$ cat config.mk
export PLATFORM = sky130hd
export DESIGN_NAME = control_unit_fsm
export DESIGN_NICKNAME = d
export VERILOG_FILES = /design/src/rtl/control_unit_fsm_pkg.sv /design/src/rtl/control_main_decoder.sv /design/src/rtl/control_unit_fsm.sv
export SDC_FILE = /design/constraint.sdc
export NUM_CORES = 1
export LEC_CHECK = 0
export ABC_AREA = 1
export CORE_MARGIN = 2
export CORE_UTILIZATION = 46
export DETAILED_ROUTE_END_ITERATION = 10
export GPL_TIMING_DRIVEN = 0
export PLACE_DENSITY = 0.86
export SETUP_SLACK_MARGIN = 0.05
export SLEW_MARGIN = 40
export SYNTH_ARGS = -nofsm -noshare
export SYNTH_HDL_FRONTEND = slang
export SYNTH_SLANG_ARGS = --single-unit
export TNS_END_PERCENT = 30
$ cat constraint.sdc
create_clock -name CLK -period 2.8 [get_ports CLK]
set_input_delay 0.56 -clock CLK [delete_from_list [all_inputs] [get_ports CLK]]
set_output_delay 0.56 -clock CLK [all_outputs]
set_load 0.01 [all_outputs]
$ cat src/rtl/control_unit_fsm_pkg.sv
// Shared encodings and payload types for the multicycle control unit.
package control_unit_fsm_pkg;

    localparam int unsigned OPCODE_W = 7;
    localparam int unsigned FUNCT3_W = 3;
    localparam int unsigned FUNCT7_W = 7;
    localparam int unsigned STATE_W  = 3;

    localparam logic [OPCODE_W-1:0] OP_R  = 7'b0110011;
    localparam logic [OPCODE_W-1:0] OP_I  = 7'b0010011;
    localparam logic [OPCODE_W-1:0] OP_LD = 7'b0000011;
    localparam logic [OPCODE_W-1:0] OP_SD = 7'b0100011;

    localparam logic [FUNCT3_W-1:0] F3_ADD = 3'b000;
    localparam logic [FUNCT3_W-1:0] F3_DW  = 3'b011;

    localparam logic [FUNCT7_W-1:0] F7_ADD = 7'b0000000;
    localparam logic [FUNCT7_W-1:0] F7_SUB = 7'b0100000;

    typedef enum logic [STATE_W-1:0] {
        S_INIT   = 3'd0,
        S_FETCH  = 3'd1,
        S_DECODE = 3'd2,
        S_EXEC   = 3'd3,
        S_MEM    = 3'd4,
        S_WB     = 3'd5,
        S_HALT   = 3'd7
    } state_e;

    typedef enum logic [2:0] {
        CLS_R   = 3'd0,
        CLS_I   = 3'd1,
        CLS_LD  = 3'd2,
        CLS_SD  = 3'd3,
        CLS_ILL = 3'd4
    } instr_class_e;

    // Datapath mux selects, held for the whole instruction
    typedef struct packed {
        logic sub;
        logic din2_sel;
        logic din_sel;
    } ctrl_sel_t;

    // Single-cycle strobes
    typedef struct packed {
        logic we_rf;
        logic we_mem;
        logic load_pc;
    } ctrl_pulse_t;

endpackage

$ cat src/rtl/control_main_decoder.sv
// Combinational instruction classifier: opcode/funct fields to class and mux selects.
module control_main_decoder
    import control_unit_fsm_pkg::*;
(
    input  logic [OPCODE_W-1:0] opcode,
    input  logic [FUNCT3_W-1:0] funct3,
    input  logic [FUNCT7_W-1:0] funct7,
    output instr_class_e        cls_c,
    output ctrl_sel_t           sel_c
);

    always_comb begin
        cls_c = CLS_ILL;
        sel_c = '0;
        case (opcode)
            OP_R: begin
                if (funct3 == F3_ADD && (funct7 == F7_ADD || funct7 == F7_SUB)) begin
                    cls_c         = CLS_R;
                    sel_c.sub     = (funct7 == F7_SUB);
                    sel_c.din_sel = 1'b1;
                end
            end
            OP_I: begin
                // funct7 carries immediate bits here, so it is not examined
                if (funct3 == F3_ADD) begin
                    cls_c          = CLS_I;
                    sel_c.din2_sel = 1'b1;
                    sel_c.din_sel  = 1'b1;
                end
            end
            OP_LD: begin
                if (funct3 == F3_DW) begin
                    cls_c          = CLS_LD;
                    sel_c.din2_sel = 1'b1;
                end
            end
            OP_SD: begin
                if (funct3 == F3_DW) begin
                    cls_c          = CLS_SD;
                    sel_c.din2_sel = 1'b1;
                end
            end
            default: begin
                cls_c = CLS_ILL;
            end
        endcase
    end

endmodule

$ cat src/rtl/control_unit_fsm.sv
// Multicycle control FSM sequencing the 64-bit load/store/ALU datapath.
// Define CTRL_PERF_CNT_EN to add the cycle_cnt/retired_cnt performance counters.
module control_unit_fsm
    import control_unit_fsm_pkg::*;
#(
    parameter int unsigned RESET_HOLD = 2
`ifdef CTRL_PERF_CNT_EN
  , parameter int unsigned CNT_W      = 32
`endif
) (
    input  logic                CLK,
    input  logic                RST_N,
    input  logic                run,
    input  logic [OPCODE_W-1:0] opcode,
    input  logic [FUNCT3_W-1:0] funct3,
    input  logic [FUNCT7_W-1:0] funct7,
    output logic                sub,
    output logic                ULA_din2_sel,
    output logic                RF_din_sel,
    output logic                WE_RF,
    output logic                WE_MEM,
    output logic                load_pc,
    output logic                reset_pc,
    output logic                illegal,
    output logic                busy,
    output logic [STATE_W-1:0]  state
`ifdef CTRL_PERF_CNT_EN
  , output logic [CNT_W-1:0]    cycle_cnt,
    output logic [CNT_W-1:0]    retired_cnt
`endif
);

    // A hold of zero would underflow the counter compare; clamp to one
    localparam int unsigned HOLD_N = (RESET_HOLD < 1) ? 1 : RESET_HOLD;
    localparam int unsigned HOLD_W = (HOLD_N > 1) ? $clog2(HOLD_N) : 1;

    state_e       state_q, state_d;
    instr_class_e cls_q, cls_d;
    ctrl_sel_t    sel_q, sel_d;
    ctrl_pulse_t  pulse_q, pulse_d;
    logic [HOLD_W-1:0] hold_q, hold_d;
    logic         reset_pc_q, reset_pc_d;
    logic         illegal_q, illegal_d;
    logic         busy_q, busy_d;

    instr_class_e dec_cls_c;
    ctrl_sel_t    dec_sel_c;

    control_main_decoder u_decoder (
        .opcode (opcode),
        .funct3 (funct3),
        .funct7 (funct7),
        .cls_c  (dec_cls_c),
        .sel_c  (dec_sel_c)
    );

    // Next state plus next registered outputs; pulses are raised on entry to their state
    always_comb begin
        state_d   = state_q;
        cls_d     = cls_q;
        sel_d     = sel_q;
        pulse_d   = '0;
        hold_d    = hold_q;
        illegal_d = illegal_q;

        case (state_q)
            S_INIT: begin
                if (hold_q == HOLD_W'(HOLD_N - 1)) begin
                    state_d = S_FETCH;
                end else begin
                    hold_d = hold_q + HOLD_W'(1);
                end
            end
            S_FETCH: begin
                if (run) begin
                    state_d = S_DECODE;
                end
            end
            S_DECODE: begin
                cls_d = dec_cls_c;
                if (dec_cls_c == CLS_ILL) begin
                    state_d   = S_HALT;
                    illegal_d = 1'b1;
                end else begin
                    state_d = S_EXEC;
                    sel_d   = dec_sel_c;
                end
            end
            S_EXEC: begin
                case (cls_q)
                    CLS_LD: begin
                        state_d = S_MEM;
                    end
                    CLS_SD: begin
                        state_d         = S_MEM;
                        pulse_d.we_mem  = 1'b1;
                        pulse_d.load_pc = 1'b1;
                    end
                    default: begin
                        state_d         = S_WB;
                        pulse_d.we_rf   = 1'b1;
                        pulse_d.load_pc = 1'b1;
                    end
                endcase
            end
            S_MEM: begin
                if (cls_q == CLS_LD) begin
                    state_d         = S_WB;
                    pulse_d.we_rf   = 1'b1;
                    pulse_d.load_pc = 1'b1;
                end else begin
                    state_d = S_FETCH;
                end
            end
            S_WB: begin
                state_d = S_FETCH;
            end
            S_HALT: begin
                state_d = S_HALT;
            end
            default: begin
                // Unreachable encoding: trap rather than guess
                state_d   = S_HALT;
                illegal_d = 1'b1;
            end
        endcase

        reset_pc_d = (state_d == S_INIT);
        busy_d     = (state_d inside {S_DECODE, S_EXEC, S_MEM, S_WB});
    end

    always_ff @(posedge CLK or negedge RST_N) begin
        if (!RST_N) begin
            state_q    <= S_INIT;
            cls_q      <= CLS_ILL;
            sel_q      <= '0;
            pulse_q    <= '0;
            hold_q     <= '0;
            reset_pc_q <= 1'b1;
            illegal_q  <= 1'b0;
            busy_q     <= 1'b0;
        end else begin
            state_q    <= state_d;
            cls_q      <= cls_d;
            sel_q      <= sel_d;
            pulse_q    <= pulse_d;
            hold_q     <= hold_d;
            reset_pc_q <= reset_pc_d;
            illegal_q  <= illegal_d;
            busy_q     <= busy_d;
        end
    end

    assign sub          = sel_q.sub;
    assign ULA_din2_sel = sel_q.din2_sel;
    assign RF_din_sel   = sel_q.din_sel;
    assign WE_RF        = pulse_q.we_rf;
    assign WE_MEM       = pulse_q.we_mem;
    assign load_pc      = pulse_q.load_pc;
    assign reset_pc     = reset_pc_q;
    assign illegal      = illegal_q;
    assign busy         = busy_q;
    assign state        = STATE_W'(state_q);

`ifdef CTRL_PERF_CNT_EN
    logic [CNT_W-1:0] cycle_q;
    logic [CNT_W-1:0] retired_q;

    // Counters see the registered state/strobe, so each counts the cycle just ended
    always_ff @(posedge CLK or negedge RST_N) begin
        if (!RST_N) begin
            cycle_q   <= '0;
            retired_q <= '0;
        end else begin
            if (state_q != S_INIT && state_q != S_HALT) begin
                cycle_q <= cycle_q + CNT_W'(1);
            end
            if (pulse_q.load_pc) begin
                retired_q <= retired_q + CNT_W'(1);
            end
        end
    end

    assign cycle_cnt   = cycle_q;
    assign retired_cnt = retired_q;
`endif

endmodule

Figure 1. Clock distribution (run 1).
Drawn at 10 px/micron.
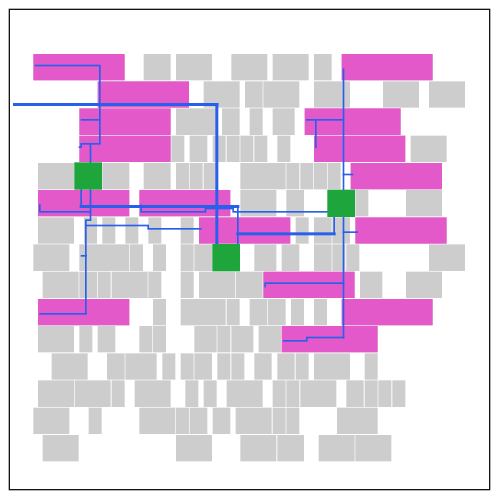
clock-net drivers: shown in green, count 3. clock wires: shown in blue, length 202 microns. flip-flops: shown in magenta, count 16.
There are 4 routed clock nets.
clock network power consumption: 153 uW
worst clock skew: 0.00560 ns
clock latency on the worst-skew pair: 0.29 ns
Clk network pwr share: 17.6%

Figure 2. Clock nets (run 1).
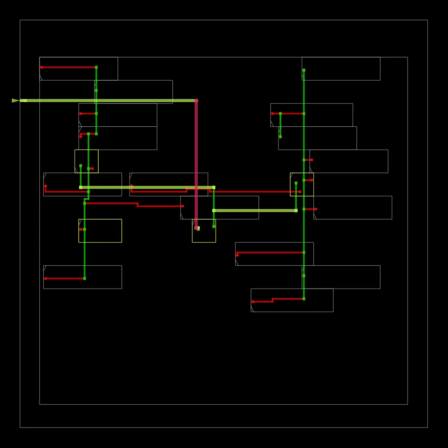
number of CTS-inserted buffers: 3
total number of clock tree sinks: 16
number of sequential cells in the layout: 16
number of clock-tree buffers in the layout: 4

==> report_table.html, run 1 <==
<h3>Flow metrics</h3>
<table>
<tr><th>Metric</th><th>Value</th></tr>
<tr><th colspan="2">Timing</th></tr>
<tr><td>Setup TNS after final layout</td><td>0 ns</td></tr>
<tr><td>Post-route minimum period</td><td>1.92 ns</td></tr>
<tr><td>Total setup violations reported at the end of the flow</td><td>0</td></tr>
<tr><th colspan="2">Yosys</th></tr>
<tr><td>Gate Count Post-Synth</td><td>112</td></tr>
<tr><td>Yosys chip area</td><td>886 sq um</td></tr>
<tr><td>Top area contributor share</td><td>39.5%</td></tr>
<tr><td>Most common flop cell mapped by yosys</td><td>dfrtp_1</td></tr>
<tr><td>Mean instance size in the synthesized netlist</td><td>7.91 sq um</td></tr>
<tr><td>Compound-cell area share of the yosys netlist</td><td>10.3%</td></tr>
<tr><td>Number of synthesized register bits</td><td>16</td></tr>
<tr><th colspan="2">Floorplanning</th></tr>
<tr><td>Horizontal die dimension</td><td>47.9 microns</td></tr>
<tr><th colspan="2">Run</th></tr>
<tr><td>Number of max-cap violations</td><td>0</td></tr>
<tr><td>Warning total across the stage logs</td><td>26</td></tr>
<tr><th colspan="2">Worst setup path</th></tr>
<tr><td>Top delay family on crit path</td><td>buffers and inverters</td></tr>
<tr><td>Number of cell instances on the worst register-to-register path</td><td>6</td></tr>
<tr><td>Critical path capture point</td><td>state[2]</td></tr>
<tr><th colspan="2">Clock network</th></tr>
<tr><td>Maximum level of the CTS H-tree</td><td>1</td></tr>
<tr><th colspan="2">Finish</th></tr>
<tr><td>Layout-stage area growth over the synthesis result</td><td>42.7%</td></tr>
<tr><td>Antenna cell count</td><td>0</td></tr>
<tr><td>Layout inverter count without the clock tree</td><td>19</td></tr>
<tr><th colspan="2">Worst hold path</th></tr>
<tr><td>Hold worst-path end</td><td>hold_q</td></tr>
<tr><th colspan="2">Status</th></tr>
<tr><td>Result of the run</td><td>finished clean</td></tr>
<tr><th colspan="2">Detailed routing</th></tr>
<tr><td>Initial DRT Pass Iterations</td><td>4</td></tr>
<tr><th colspan="2">Power and ir drop</th></tr>
<tr><td>Cell leakage power</td><td>0.599 nW</td></tr>
</table>
Figure 3. Signal wires on met3 (run 1).
Drawn at 10 px/micron.
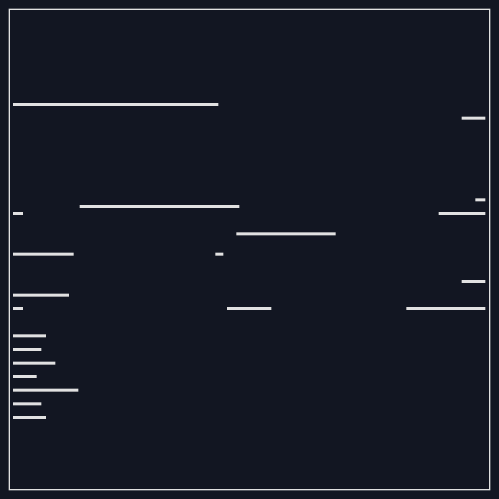
The layer carries 102 microns of wire. 19 nets have wire on it. The layer holds 5.5% of the routed length.

Figure 4. Routed metal, one colour a layer (run 1).
Drawn at 6 px/micron.
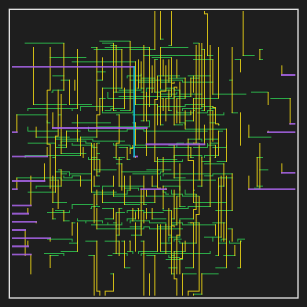
M3: shown in purple, wire length 102 microns. M2: shown in yellow, wire length 943 microns. M1: shown in green, wire length 791 microns. M4: shown in cyan, wire length 15.0 microns.
via count: 850
total detailed-routing wirelength: 1850 microns

[run 1: per-layer routing]
layer,track usage (%),vias to the layer above,part of all wire [%]
li1,-,427,-
met1,26.7,398,43
met2,30.7,23,51
met3,6.79,2,5.5
met4,4.86,0,0.76
met5,0,-,0
[run 1: sequential cells by signal, summed over array words and instances (netlist names)]
name / cells
ULA_din2_sel: 1
state: 3
RF_din_sel: 1
cls_q: 3
sub: 1
hold_q: 1
WE_RF: 1
load_pc: 1
illegal: 1
busy: 1
reset_pc: 1
WE_MEM: 1
[run 1: power by group]
part	switching, mW	internal, mW
combinational	0.191	0.173
clock	0.0741	0.0792
sequential	0.0530	0.303
[run 1: metrics by stage]
stage,std cells,total power [mW]
final,172,0.873
after global routing,172,0.930
after CTS,172,0.878
after detailed placement,168,0.723
after global placement,168,0.702
after floorplan,112,0.556
==> run 2: changes to the inputs <==
CORE_ASPECT_RATIO = 0.6   (was unset)
CORE_UTILIZATION = 39   (was 46)
PLACE_DENSITY = 0.78   (was 0.86)
clock period = 1.7 ns   (was 2.8 ns; I/O delays follow)
Figure 5. Clock distribution (run 2).
Drawn at 10 px/micron.
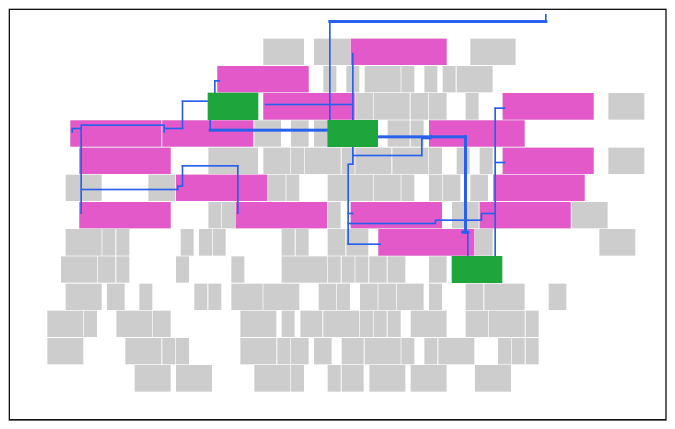
clock-net drivers: shown in green, count 3. flip-flops: shown in magenta, count 16. clock wires: shown in blue, length 209 microns.
There are 4 routed clock nets.
Clk network pwr share: 22.2%
worst clock skew: 0.00673 ns
clock network power consumption: 340 uW
clock latency on the worst-skew pair: 0.26 ns

Figure 6. Clock nets (run 2).
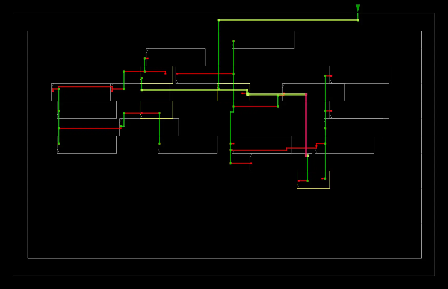

==> report_table.html, run 2 <==
<h3>Flow metrics</h3>
<table>
<tr><th>Metric</th><th>Value</th></tr>
<tr><th colspan="2">Status</th></tr>
<tr><td>Result of the run</td><td>complete, but fails checks</td></tr>
<tr><td>Violated checks</td><td>hold timing</td></tr>
<tr><th colspan="2">Power and ir drop</th></tr>
<tr><td>Group with the largest share of power</td><td>combinational cells</td></tr>
<tr><td>Cell leakage power</td><td>0.621 nW (+3.6%)</td></tr>
<tr><td>Logic gate share of total power</td><td>39.3% (-2.4 points)</td></tr>
<tr><td>Switching part of the total</td><td>35.5% (-0.89 points)</td></tr>
<tr><th colspan="2">Clock network</th></tr>
<tr><td>Number of CTS-inserted buffers</td><td>3 (unchanged)</td></tr>
<tr><td>Total number of clock tree sinks</td><td>16 (unchanged)</td></tr>
<tr><td>Maximum level of the CTS H-tree</td><td>1 (unchanged)</td></tr>
<tr><th colspan="2">Yosys</th></tr>
<tr><td>Compound-cell area share of the yosys netlist</td><td>10.3% (unchanged)</td></tr>
<tr><td>Top area contributor share</td><td>39.5% (unchanged)</td></tr>
<tr><td>Gate Count Post-Synth</td><td>112 (unchanged)</td></tr>
<tr><td>Yosys chip area</td><td>886 sq um (unchanged)</td></tr>
<tr><th colspan="2">Worst setup path</th></tr>
<tr><td>Critical path capture point</td><td>state[0]</td></tr>
<tr><th colspan="2">Timing</th></tr>
<tr><td>Worst hold slack</td><td>-0.0172 ns</td></tr>
<tr><td>Count of final hold-check violations</td><td>14</td></tr>
<tr><td>Total setup violations reported at the end of the flow</td><td>0 (unchanged)</td></tr>
<tr><th colspan="2">GRT</th></tr>
<tr><td>Global-route met3 utilization</td><td>5.77% (-1.0 points)</td></tr>
<tr><td>Met2 Use GR</td><td>29.6% (-1.1 points)</td></tr>
<tr><th colspan="2">Detailed routing</th></tr>
<tr><td>Initial DRT Pass Iterations</td><td>4 (unchanged)</td></tr>
<tr><td>Metal-1 WL</td><td>919 microns (+16%)</td></tr>
<tr><td>Amount of wire on met2 after detailed routing</td><td>905 microns (-4.0%)</td></tr>
<tr><th colspan="2">Finish</th></tr>
<tr><td>Antenna cell count</td><td>0 (unchanged)</td></tr>
</table>
[run 2: cell counts after synthesis]
No cell type changed its count.
[run 2: metrics by stage]
stage	util, %	power (mW)	instances	setup slack (ns)
finish	59.5	1.53	177	0.0942
global route	59.5	1.63	177	0.0280
CTS	59.6	1.53	177	0.0627
detailed placement	57.0	1.19	173	-0.0888
global placement	57.0	1.16	173	-0.0680
floorplan	-	0.915	112	0.459
[run 2: logic make-up (layout without fill, tap and decap cells)]
family | Yosys count | count (layout)
buf+inv | 19 | 54
flops | 16 | 16
compound gates | 14 | 14
simple gates | 63 | 63
[run 2: cell type report]
class                   instances  share of cell area (%)
clock buffers                   4                    4.28
inverters                      19                    5.54
multi-input cells              77                    32.0
flip-flops and latches         16                    31.4
well taps                      30                    2.92
repair buffers                 31                    23.9
Power and IR drop assume default switching activity.
